==> config.mk <==
export PLATFORM = sky130hd
export DESIGN_NAME = fetch_sequencer
export DESIGN_NICKNAME = d
export VERILOG_FILES = /design/src/rtl/fetch_sequencer.sv
export SDC_FILE = /design/constraint.sdc
export NUM_CORES = 1
export LEC_CHECK = 0
export ABC_AREA = 1
export CAP_MARGIN = 20
export CELL_PAD_IN_SITES_DETAIL_PLACEMENT = 1
export CELL_PAD_IN_SITES_GLOBAL_PLACEMENT = 1
export CORE_MARGIN = 2
export CORE_UTILIZATION = 35
export DETAILED_ROUTE_END_ITERATION = 8
export GPL_TIMING_DRIVEN = 0
export PLACE_DENSITY_LB_ADDON = 0.1
export SKIP_CTS_REPAIR_TIMING = 1
export SYNTH_ARGS = -nofsm -noshare
export SYNTH_HDL_FRONTEND = slang
export SYNTH_SLANG_ARGS = --single-unit
==> constraint.sdc <==
create_clock -name clk -period 9.9 [get_ports clk]
set_clock_uncertainty 0.05 [all_clocks]
set_input_delay 2.97 -clock clk [delete_from_list [all_inputs] [get_ports clk]]
set_output_delay 2.97 -clock clk [all_outputs]
set_load 0.01 [all_outputs]
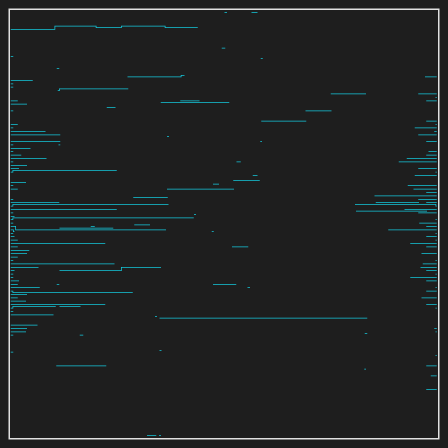
*M3 wires, run 1*
share of all routed wire: 5.3%
main direction: horizontal
total wire length: 29600 microns
met3 Track Usage GR: 0.0419
total via count in the routed design: 7989

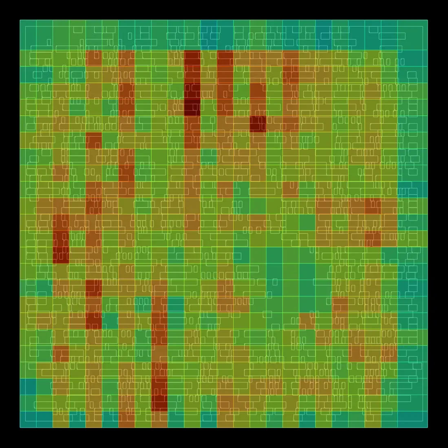
*Routing congestion, run 1*
GRT Overall Usage: 0.204
highest-utilization routing layer at the global route stage: met2
Global Route met1 Usage: 0.275
Util after Layout: 0.487
met2 usage in global routing: 0.339

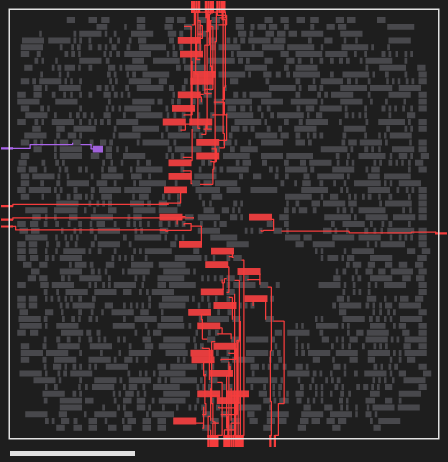
*Wires at chosen ports, followed through buffers, run 1*
Bar = 50 microns.
| port | colour | bits | direction | end cells | wire |
|---|---|---|---|---|---|
| out_pc | red | 32 | output | 32 | 1720 microns |
| redirect_valid | purple | 1 | input | 1 | 33.6 microns |
I/O Pins: 231
Port Buffers: 230

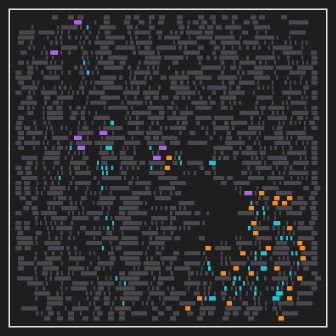
*Gate families picked out, run 1*
| family | colour | cells |
|---|---|---|
| fa/ha/maj cells | purple | 8 |
| nor cells | cyan | 62 |
| xor and xnor cells | orange | 28 |
multi-input gate share of total cell area: 0.238
most used logic cell in the final layout: nand2_1
final std cells w/o fill: 1692

==> reports/notes.md, run 1 <==
## Clock tree
- **post-CTS clock slew at the launch and capture registers of the worst setup and hold paths** 0.06 ns
- **insertion delay of the later-clocked pin in the worst-skew pair** 0.52 ns
- **CTS root buffer** clkbuf_16
- **total clock buffers created by CTS** 26
- **number of buffers on the longest clock path** 3
- **TritonCTS Sinks** 228
- **H-tree Lvls** 1
- **TritonCTS clock tree** yes

## Routing
- **post-detailed-route count of antenna-violating nets** 0
- **vias per cell** 4.72
- **DR iter-0 viols** 417
- **Detailed Routing Iterations Pass 1** 4
- **Remaining DRCs** 0
- **wire length per cell** 17.5 microns

## Yosys
- **post-synthesis instance area** 0.00980 sq mm
- **Post-Syn Instances** 1032
- **number of nets in the synthesized netlist** 1109
- **Yosys warnings** 0
- **sequential share of the synthesized area** 0.615
- **Synth Area per Inst** 9.49 sq um
- **number of unique standard cell types used by synthesis** 36
- **number of cells in Yosys stat** 1032
- **total cell area reported by yosys after synthesis** 0.00980 sq mm
- **Yosys reg bits** 228

## Timing
- **fin. max-slew vios** 0
- **post-route setup slack** 4.58 ns
- **hold violation count in the final report** 0
- **setup violation total in the final timing report** 0
- **Final period util** 0.537
- **unrepaired setup endpoints after global routing** no
- **sum of negative setup slack** 0 ns
- **maximum clock frequency** 0.188 GHz
- **headroom to the max-slew limit** 0.445
- **post-layout min period** 5.32 ns
- **Slew @ Worst Pin** 0.831 ns

## Worst setup path
- **element type at the critical path start** input pin
- **reg2reg path depth** 10
- **CP Data Arrival Time** 5.49 ns
- **required time of the critical path** 10.07 ns
- **R2R setup slack** 6.76 ns
- **category of the most critical setup path** input pin to flop
- **worst-path maximum fanout** 25
- **crit end category** flop

## Global routing
- **largest net degree at the start of global routing** 108
- **vias in the first global route** 8415
- **wire length of the first global-routing pass** 46700 microns
- **overflow left after global routing** 0
- **initial antenna violation count** 1

## Placement
- **sum of net half-perimeters after detailed placement** 21300 microns
- **pre-CTS setup slack** 3.97 ns
- **routability congestion estimate from global placement** 0.792

## Floorplanning
- **number of rows created at floorplan** 61
- **x dimension of the die** 171 microns
- **area of the core region** 0.0277 sq mm
- **area of the die** 0.0293 sq mm
- **pre-placement core utilization** 0.354
- **Die Y** 171 microns

## Layout
- **commonest cells after routing, fill and taps aside** nand2_1 (358), clkdlybuf4s50_1 (230), dfrtp_1 (163), nand3_1 (130), inv_1 (80)
- **total number of nets in the final design** 1370
- **fill cell total of the finished layout** 3171
- **fraction of final layout cells sized beyond drive strength 1** 0.0784
- **P&R area growth vs syn** 37.7%

## Power and ir drop
- **leakage power** 6.14 nW
- **power density relative to cell area** 274 mW/mm^2
- **maximum ir drop on the vdd rail** 155 uV

## Run
- **number of max-cap violations** 0
- **Tool Warnings** 32

## Run status
- **result of the run** finished, final reports clean

## Worst hold path
- **instance count along the most critical hold path** 2
- **worst min path class** flop to flop

run 1: cell usage after synthesis (all sizes together):
cell      n  area share
nand2   363        0.14
dfrtp   163        0.42
nand3   134       0.072
inv      86       0.033
edfxtp   64        0.20
nor2     52       0.025
o21ai    41       0.022
buf      35       0.021
nand4    25       0.017
xnor2    16       0.014
xor2     12       0.011
clkbuf   11      0.0042
nor3     10      0.0061
ha        8       0.010
o221ai    3      0.0027
a21oi     2      0.0014
nand3b    2      0.0015
o211ai    2      0.0015
dfstp     1      0.0027
o22ai     1     0.00064
o31ai     1     0.00077
run 1: power by group:
group	internal, mW	switching [mW]	leakage, nW
Combinational	0.633	0.686	3.04
Clock	0.556	0.381	0.409
Sequential	1.23	0.207	2.70
Total	2.42	1.27	6.14
run 1: area by class of cell:
cell class,instances,area (sq um),share of cell area
Antenna cell,1,2.50,0.000185
Timing Repair Buffer,233,2380,0.176
Clock buffer,41,768,0.0569
Inverter,86,330,0.0245
Sequential cell,228,6030,0.447
Multi-Input combinational cell,672,3220,0.238
Buffer,46,243,0.0180
Clock inverter,7,58.8,0.00436
Tap cell,378,473,0.0350
run 1: worst max-delay path, stage by stage:
cell	delay (ns)
clkdlybuf4s50_1	0.45
nand2_4	0.17
inv_2	0.06
nor2_2	0.38
buf_2	0.33
nand3_1	0.16
a21oi_4	0.67
buf_12	0.28
run 1: cell families after synthesis:
group                    count (synthesis)  synth area share
AND/OR/NAND/NOR                        586             0.263
flip-flops                             228             0.615
buffers and inverters                  132            0.0577
AND-OR/OR-AND                           50            0.0291
XOR/XNOR                                28            0.0250
adder cells (fa/ha/maj)                  8            0.0102
run 1: stage by stage:
step / instance area [sq um] / total power [mW] / instances / utilization / hold WS (ns)
finish: 13500 / 3.70 / 1692 / 0.487 / 0.395
global route: 13500 / 3.94 / 1692 / 0.487 / 0.418
CTS: 13500 / 3.75 / 1691 / 0.487 / 0.398
detailed placement: 12700 / 2.79 / 1643 / 0.457 / 0.386
global placement: 12600 / 2.76 / 1640 / 0.454 / 0.382
floorplan: 9800 / 2.01 / 1032 / - / 0.376
run 1: layer usage:
layer,GRT usage,vias to the layer above,part of all wire
met2,0.339,182,0.47
met5,0,-,0
met3,0.0419,34,0.052
li1,-,3878,-
met1,0.275,3895,0.45
met4,0.0450,0,0.019
--- run 2 (diff from run 1) ---
==> constraint.sdc (replaced) <==
create_clock -name clk -period 5.05 [get_ports clk]
set_clock_uncertainty 0.05 [all_clocks]
set_input_delay 1.515 -clock clk [delete_from_list [all_inputs] [get_ports clk]]
set_output_delay 1.515 -clock clk [all_outputs]
set_load 0.01 [all_outputs]
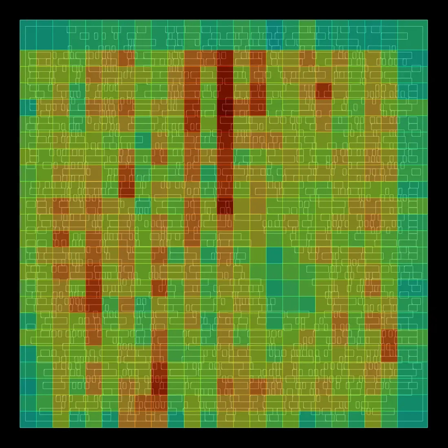
*Routing congestion, run 2*
Global Route met1 Usage: 0.280
GRT Overall Usage: 0.205

==> run 2 against run 1 <==
  * Hold slack gained 0.0021 ns
  * Register-to-register slack worse by 4.8 ns
  * Sequential power grew 96%
  * Largest cell class unchanged
==> reports/notes.md, run 2 <==
## Yosys
- **sequential share of the synthesized area** 0.615
- **Post-synth EDFFs** 64
- **number of nets in the synthesized netlist** 1109
- **post-synthesis instance area** 0.00980 sq mm
- **Synth Area per Inst** 9.49 sq um
- **total cell area reported by yosys after synthesis** 0.00980 sq mm
- **Yosys reg bits** 228
- **Synth Flop Type** dfrtp_1
- **main area contributors** dfrtp_1 (42%), edfxtp_1 (20%), nand2_1 (14%)
- **number of cells in Yosys stat** 1032
- **Post-Syn Instances** 1032
- **most instantiated library cell after synthesis** nand2_1
- **leading post-synthesis cells by instance count** nand2_1 (358), dfrtp_1 (163), nand3_1 (130), inv_1 (81), edfxtp_1 (64)
- **Max-area cell share** 0.416
- **Synth async-reset ratio** 0.719
- **library cell occupying the most area in the post-synthesis netlist** dfrtp_1

## Timing
- **headroom to the max-slew limit** 0.556
- **maximum clock frequency** 0.264 GHz
- **unrepaired setup endpoints after global routing** no
- **post-layout min period** 3.79 ns
- **post-route setup slack** 1.26 ns
- **Slew @ Worst Pin** 0.665 ns
- **Final Hold Slack** 0.398 ns
- **Final period util** 0.750
- **hold violation count in the final report** 0
- **setup violation total in the final timing report** 0

## Worst setup path
- **required time of the critical path** 5.24 ns
- **cells along the critical path** clkdlybuf4s50_1 > nand2_4 > inv_2 > nor2_2 > buf_2 > nand3_1 > a21oi_4 > buf_16 > buf_16
- **worst-path maximum fanout** 17
- **crit end category** flop
- **crit path max-delay cell type** a21oi_4
- **longest individual stage delay on the worst path** 0.49 ns
- **category of the most critical setup path** input pin to flop
- **CP Data Arrival Time** 3.98 ns
- **element type at the critical path start** input pin
- **cell repeated most along the worst path** buf_16
- **reg2reg path depth** 11
- **R2R setup slack** 1.98 ns

## Power and ir drop
- **maximum ir drop on the vdd rail** 231 uV
- **Switching Share** 0.345
- **Comb power frac** 0.356
- **net switching power** 2.51 mW
- **leakage power** 6.19 nW
- **Total Power Consumption** 7.28 mW
- **share of power burned in registers** 0.387
- **internal power of the cells** 4.77 mW

## Routing
- **total wire length** 29800 microns
- **wire length per cell** 17.6 microns
- **DR iter-0 viols** 346
- **total via count in the routed design** 7944
- **post-detailed-route count of antenna-violating nets** 0
- **vias per cell** 4.68
- **Detailed Routing Iterations Pass 1** 4

## Placement
- **Port Buffers** 230
- **placed insts** 1648
- **sum of net half-perimeters after detailed placement** 21700 microns
- **routability congestion estimate from global placement** 0.793

## Clock tree
- **TritonCTS clock tree** yes
- **post-CTS clock slew at the launch and capture registers of the worst setup and hold paths** 0.07 ns
- **number of buffers on the longest clock path** 3
- **TritonCTS Sinks** 228
- **CTS root buffer** clkbuf_16
- **H-tree Lvls** 1
- **insertion delay of the later-clocked pin in the worst-skew pair** 0.52 ns
- **total clock buffers created by CTS** 26

## Layout
- **total number of nets in the final design** 1375
- **fraction of final layout cells sized beyond drive strength 1** 0.0827
- **fill cell total of the finished layout** 3161
- **Util after Layout** 0.491
- **Inserted Diodes** 0

## Worst hold path
- **worst min path class** flop to flop

## Run
- **number of max-cap violations** 0
- **Tool Warnings** 30

## Global routing
- **initial antenna violation count** 0
- **vias in the first global route** 8348
- **overflow left after global routing** 0
- **largest net degree at the start of global routing** 37

## Floorplanning
- **area of the die** 0.0293 sq mm
- **pre-placement core utilization** 0.354
- **area of the core region** 0.0277 sq mm
- **I/O Pins** 231
- **x dimension of the die** 171 microns
- **number of rows created at floorplan** 61
- **Die Y** 171 microns

## Run status
- **result of the run** finished, final reports clean

## run 2: cell counts after synthesis
No cell type changed its count.
## run 2: layout make-up
type / count / area [sq um] / area share
Sequential cell: 228 / 6030 / 0.443
Multi-Input combinational cell: 672 / 3220 / 0.236
Timing Repair Buffer: 238 / 2480 / 0.183
Clock buffer: 34 / 722 / 0.0531
Tap cell: 378 / 473 / 0.0348
Inverter: 86 / 327 / 0.0240
Buffer: 46 / 243 / 0.0178
Clock inverter: 14 / 114 / 0.00837
## run 2: power groups by stage
| stage | combinational [mW] | sequential (mW) | clock, mW |
|---|---|---|---|
| 2_1_floorplan | 0.981 | 2.97 | 0 |
| 3_3_place_gp | 2.57 | 2.84 | 0 |
| 3_5_place_dp | 2.62 | 2.85 | 0 |
| 4_1_cts | 2.64 | 2.82 | 1.92 |
| 5_1_grt | 2.87 | 2.89 | 1.98 |
| 6_report | 2.60 | 2.82 | 1.86 |
## run 2: cell families after synthesis
family,share of synthesized area
and+or+nand+nor,0.263
AOI/OAI and AO/OA,0.0291
buffers and inverters,0.0577
xor gates and xnor gates,0.0250
adders and majority gates,0.0102
DFF,0.615
## run 2: per-stage QoR
step,cell area (sq um),setup TNS [ns]
after global routing,13600,0
after detailed placement,12800,0
after floorplan,9810,0
after CTS,13600,0
final,13600,0
after global placement,12600,-141.63
## run 2: worst max-delay path, delay by kind of cell
kind / cells / cell delay [ns]
AND-OR/OR-AND: 1 / 0.49
buffers and inverters: 5 / 1.23
AND/OR/NAND/NOR: 3 / 0.72
## run 2: layer usage
| metal | global-route usage | wire length, microns | up-vias |
|---|---|---|---|
| met5 | 0 | 0 | - |
| met4 | 0.0450 | 524 | 0 |
| met3 | 0.0364 | 1390 | 34 |
| met2 | 0.343 | 14300 | 171 |
| met1 | 0.280 | 13600 | 3854 |
| li1 | - | - | 3885 |
Power and IR drop assume default switching activity.
